**config.mk**
```make
export PLATFORM = sky130hd
export DESIGN_NAME = grp_buf_arbiter
export DESIGN_NICKNAME = d
export VERILOG_FILES = /design/src/rtl/grp_buf_arbiter.sv
export SDC_FILE = /design/constraint.sdc
export NUM_CORES = 1
export LEC_CHECK = 0
export ABC_AREA = 1
export CORE_MARGIN = 2
export CORE_UTILIZATION = 50
export DETAILED_ROUTE_END_ITERATION = 7
export GPL_ROUTABILITY_DRIVEN = 0
export PLACE_DENSITY = 0.72
export SLEW_MARGIN = 25
export SYNTH_ARGS = -nofsm -noshare
export SYNTH_HDL_FRONTEND = slang
export SYNTH_SLANG_ARGS = --single-unit
```
**constraint.sdc**
```tcl
create_clock -name clk -period 6 [get_ports clk]
set_input_delay 1.8 -clock clk [delete_from_list [all_inputs] [get_ports clk]]
set_output_delay 1.8 -clock clk [all_outputs]
set_load 0.02 [all_outputs]
```
**src/rtl/grp_buf_arbiter.sv**
```systemverilog
// Round-robin arbiter for the shared group-buffer write/read-back port (LCB packers 0-3, MCM packer 4).
// Grants one requester at a time; revokes on hold timeout or on a ping-pong buffer swap.
module grp_buf_arbiter #(
    parameter int N        = 5,
    parameter int SELW     = 3,
    parameter int MAX_HOLD = 1024,
    parameter int HCW      = 11
) (
    input  logic            clk,
    input  logic            reset,
    input  logic [N-1:0]    iReq,
    input  logic [N-1:0]    iDone,
    input  logic            iSwitch,
    output logic [N-1:0]    oGnt,
    output logic [SELW-1:0] oSel,
    output logic            oValid,
    output logic [N-1:0]    oAbort,
    output logic [7:0]      oTmoCnt,
    output logic [7:0]      oSwpCnt,
    output logic [1:0]      dbg_state
);
    // Handshake: a requester raises iReq and holds it; oGnt answers one cycle after arbitration.
    // The transaction ends when the owner pulses iDone or drops iReq, or when oAbort revokes it.
    typedef enum logic [1:0] {
        IDLE  = 2'd0,
        GRANT = 2'd1,
        GAP   = 2'd2
    } state_t;

    state_t          state;
    logic [SELW-1:0] ptr;
    logic [HCW-1:0]  hold;
    logic            sw_d;
    logic            sw_tog;
    logic            win_found;
    logic [SELW-1:0] win_idx;
    logic [N-1:0]    win_gnt;
    logic [SELW-1:0] ptr_next;
    logic            own_req;
    logic            own_done;

    assign sw_tog    = iSwitch ^ sw_d;
    assign dbg_state = state;
    assign own_req   = iReq[oSel];
    assign own_done  = iDone[oSel];

    // Search upward from ptr, wrapping past N-1; the first requester found wins.
    always_comb begin
        win_found = 1'b0;
        win_idx   = '0;
        win_gnt   = '0;
        for (int i = 0; i < N; i++) begin
            int              cand;
            logic [SELW-1:0] idx;
            cand = int'(ptr) + i;
            if (cand >= N) cand = cand - N;
            idx = SELW'(cand);
            if (!win_found && iReq[idx]) begin
                win_found    = 1'b1;
                win_idx      = idx;
                win_gnt      = '0;
                win_gnt[idx] = 1'b1;
            end
        end
    end

    assign ptr_next = (win_idx == SELW'(N - 1)) ? '0 : win_idx + 1'b1;

    always_ff @(posedge clk) begin
        if (reset) begin
            state   <= IDLE;
            ptr     <= '0;
            hold    <= '0;
            sw_d    <= iSwitch;
            oGnt    <= '0;
            oSel    <= '0;
            oValid  <= 1'b0;
            oAbort  <= '0;
            oTmoCnt <= '0;
            oSwpCnt <= '0;
        end else begin
            sw_d   <= iSwitch;
            oAbort <= '0;
            case (state)
                IDLE: begin
                    // A buffer swap in this cycle suppresses arbitration for one cycle.
                    if (!sw_tog && win_found) begin
                        oGnt   <= win_gnt;
                        oSel   <= win_idx;
                        oValid <= 1'b1;
                        ptr    <= ptr_next;
                        hold   <= HCW'(1);
                        state  <= GRANT;
                    end
                end
                GRANT: begin
                    if (own_done || !own_req) begin
                        oGnt   <= '0;
                        oValid <= 1'b0;
                        state  <= GAP;
                    end else if (sw_tog || hold == HCW'(MAX_HOLD)) begin
                        oGnt   <= '0;
                        oValid <= 1'b0;
                        oAbort <= oGnt;
                        state  <= GAP;
                        // A swap landing on the timeout cycle is booked as a swap only.
                        if (sw_tog) begin
                            if (oSwpCnt != 8'hFF) oSwpCnt <= oSwpCnt + 8'd1;
                        end else begin
                            if (oTmoCnt != 8'hFF) oTmoCnt <= oTmoCnt + 8'd1;
                        end
                    end else begin
                        hold <= hold + 1'b1;
                    end
                end
                GAP:     state <= IDLE;
                default: state <= IDLE;
            endcase
        end
    end
endmodule

```
### Cells colored by class

(3 px per micron)
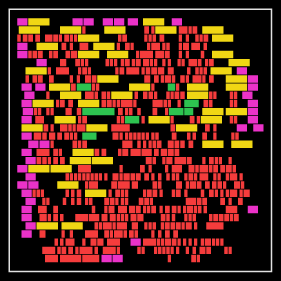
all other logic: drawn in red, cells 485, share of their area 62%. flip-flops: drawn in yellow, cells 47, share of their area 24%. clock drivers and dummy loads: drawn in green, cells 8, share of their area 2.9%. other buffers and delay cells: drawn in magenta, cells 44, share of their area 11%.

### Placement view

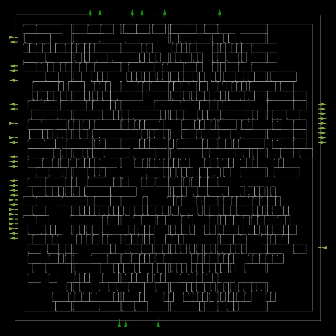
core area: 6720 sq um
Tap Cells: 80
fill cell count: 638
Core Util, Final: 0.601
row count: 30

==> run summary <==
status - completed
via count - 3677
Worst Setup SP - ptr[0]
Reg power frac - 0.199
setup TNS - 0 ns
per-cell routed wire length - 13.4 microns
Post-CTS Setup Bufs - 0
post-route cell area - 4040 sq um
IO Count - 45
clock tree buffer depth - 2
Syn Area/Cell - 6.36 sq um
distinct lib cells - 43
Port Buf Inserts - 44
Gate Area - 2180 sq um
Pre-antenna DRT Iters - 5
CTS tree - done
Switch Pwr - 1.18 mW
leading area contributor after synthesis - dfxtp_1
WL final - 8880 microns
RSZ-0062 raised after global routing - false
Overall Power - 2.11 mW
Initial Util - 0.512
pre-CTS setup slack - 1.83 ns
synthesis area per yosys - 3440 sq um
Fin. Hold Viols - 0
Hold Slack - 0.445 ns
nets - 610
DP Area - 3930 sq um
H-tree levels - 2
area share of the largest cell type after synthesis - 0.274
TritonCTS Buffers - 5
part of the power in combinational logic - 0.689
r2r startpoint - ptr[0]
crit path DRT - 6.25 ns
most numerous logic cell after layout - nand2_1
final worst-path cycle share - 0.644
CTS root buffer - clkbuf_8
post-cts resize count - 0
ratio of cells with drive above 1 in the final layout - 0.0805
Post-Syn Area - 3440 sq um
final setup margin - 2.14 ns
worst-margin pin slew - 0.869 ns
fmax - 259 MHz
switching share of power - 0.559
detailed placement HPWL - 6890 microns
via/cell ratio - 5.54
Die Y - 86.9 microns
cells after synthesis - 540
cells on worst reg2reg path - 17
Worst setup SP type - register
clk sinks - 47
Period minus WS final - 3.86 ns
post-synthesis net count - 567
Hold Crit Start - oGnt[1]
Hold Path Stages - 2
most numerous logic cells after layout - nand2_1, nor2_1, inv_1
Peak VDD IR - 0.000235 V
Post-synth area hogs - dfxtp_1, nand2_1, nand3_1
Post-CTS Hold Fix Bufs - 0
Routed Antenna Nets - 0
largest net degree at the start of global routing - 23
ys flops - 47
Sequential Area - 941 sq um
vias in the first global route - 3259
Log Warnings - 32
Die Wd - 86.9 microns
critical path fanouts, max - 17
overall global routing resource usage - 0.241
yosys cell count - 540
max-cap violations - 0
Worst Skew - 0.0124 ns
clk_lat worst skew - 0.30 ns
Crit path arrival time - 4.11 ns
Die ar. - 7550 sq um
drt drc - 0
Worst setup EP type - register
first-pass GRT wire length - 14900 microns
ant diodes - 0
PD cells - 523 nW/um^2
Hold WC Path Type - reg -> reg
Finish-stage setup viols - 0
Yosys warning count - 0
clock power share - 0.112
grt ovf - 0
### M3 wires

(4 px per micron)
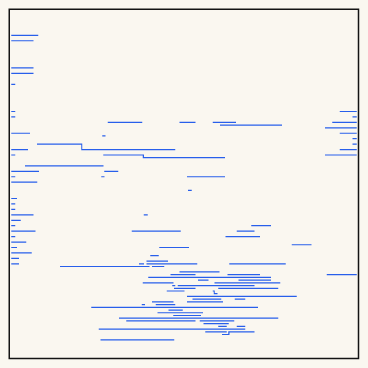
The layer carries 743 microns of wire. 79 nets have wire on it. The wires run mostly horizontal.

## critical path: stages, from the launching register on
cell and delay [ns]:
dfxtp_1 0.86, inv_4 0.16, ha_1 0.29, ha_1 0.35, inv_1 0.22, a21oi_2 0.13
nor2_1 0.23, nand2_1 0.13, nand3_2 0.25, nand2_2 0.11, nor2_4 0.24, nand4_1 0.12
nand3_1 0.12, inv_1 0.08, ha_1 0.21, a21oi_2 0.17, nand2_1 0.07, nand2_1 0.05
## routing by layer
metal,routed length (microns),up-vias,part of all wire,GRT usage
li1,-,1878,-,-
met1,4380,1634,0.49,0.358
met2,3670,153,0.41,0.358
met3,742,12,0.084,0.0569
met4,87,0,0.0098,0.0426
met5,0,-,0,0
## synth_stat cells (all sizes together)
cell,number
o221ai,1
nor3b,2
xnor2,2
o2111ai,2
fa,1
a21oi,31
nand3b,1
o21ai,29
buf,4
nand3,63
nor3,12
a2bb2oi,1
clkbuf,4
and2,1
dfxtp,47
o211ai,1
nor4,3
inv,70
o31ai,1
ha,13
o21a,1
nand4,31
clkinv,1
a221oi,1
xor2,9
nand2,143
nor2,65
## stage by stage
step,util,instances
2_1_floorplan,-,540
3_3_place_gp,0.584,656
3_5_place_dp,0.584,656
4_1_cts,0.601,664
5_1_grt,0.601,664
6_report,0.601,664
## final cells by class
type | count | area share
Multi-Input combinational cell | 414 | 0.538
Sequential cell | 47 | 0.233
Timing Repair Buffer | 44 | 0.109
Inverter | 71 | 0.0666
Tap cell | 80 | 0.0248
Clock buffer | 5 | 0.0170
Clock inverter | 3 | 0.0115
## kinds of logic after synthesis
kind of cell | count (synthesis) | share of synthesized area
and+or+nand+nor | 321 | 0.436
buffers and inverters | 79 | 0.0932
AOI/OAI and AO/OA | 68 | 0.111
DFF | 47 | 0.274
adders and majority gates | 14 | 0.0532
xor gates and xnor gates | 11 | 0.0324
## state kept, by name, summed over array words and instances, names as in the netlist
| signal | flops |
|---|---|
| dbg_state | 2 |
| hold | 11 |
| oAbort | 5 |
| oGnt | 5 |
| oSel | 3 |
| oSwpCnt | 8 |
| oTmoCnt | 8 |
| oValid | 1 |
| ptr | 3 |
| sw_d | 1 |
## power by group through the flow
stage               registers, mW  logic, mW  clock network [mW]
floorplan                   0.438       1.09                   0
global placement            0.426       1.41                   0
detailed placement          0.427       1.42                   0
CTS                         0.420       1.43               0.242
global route                0.427       1.62               0.254
finish                      0.421       1.46               0.236
## final timing paths
check         endpoint  slack (ns)
min reg2reg  oAbort[1]        0.44
max reg2reg     ptr[2]        2.14
max             ptr[2]        2.14
min          oAbort[1]        0.44
No activity file was given, so power comes from the tool's default toggle rates.
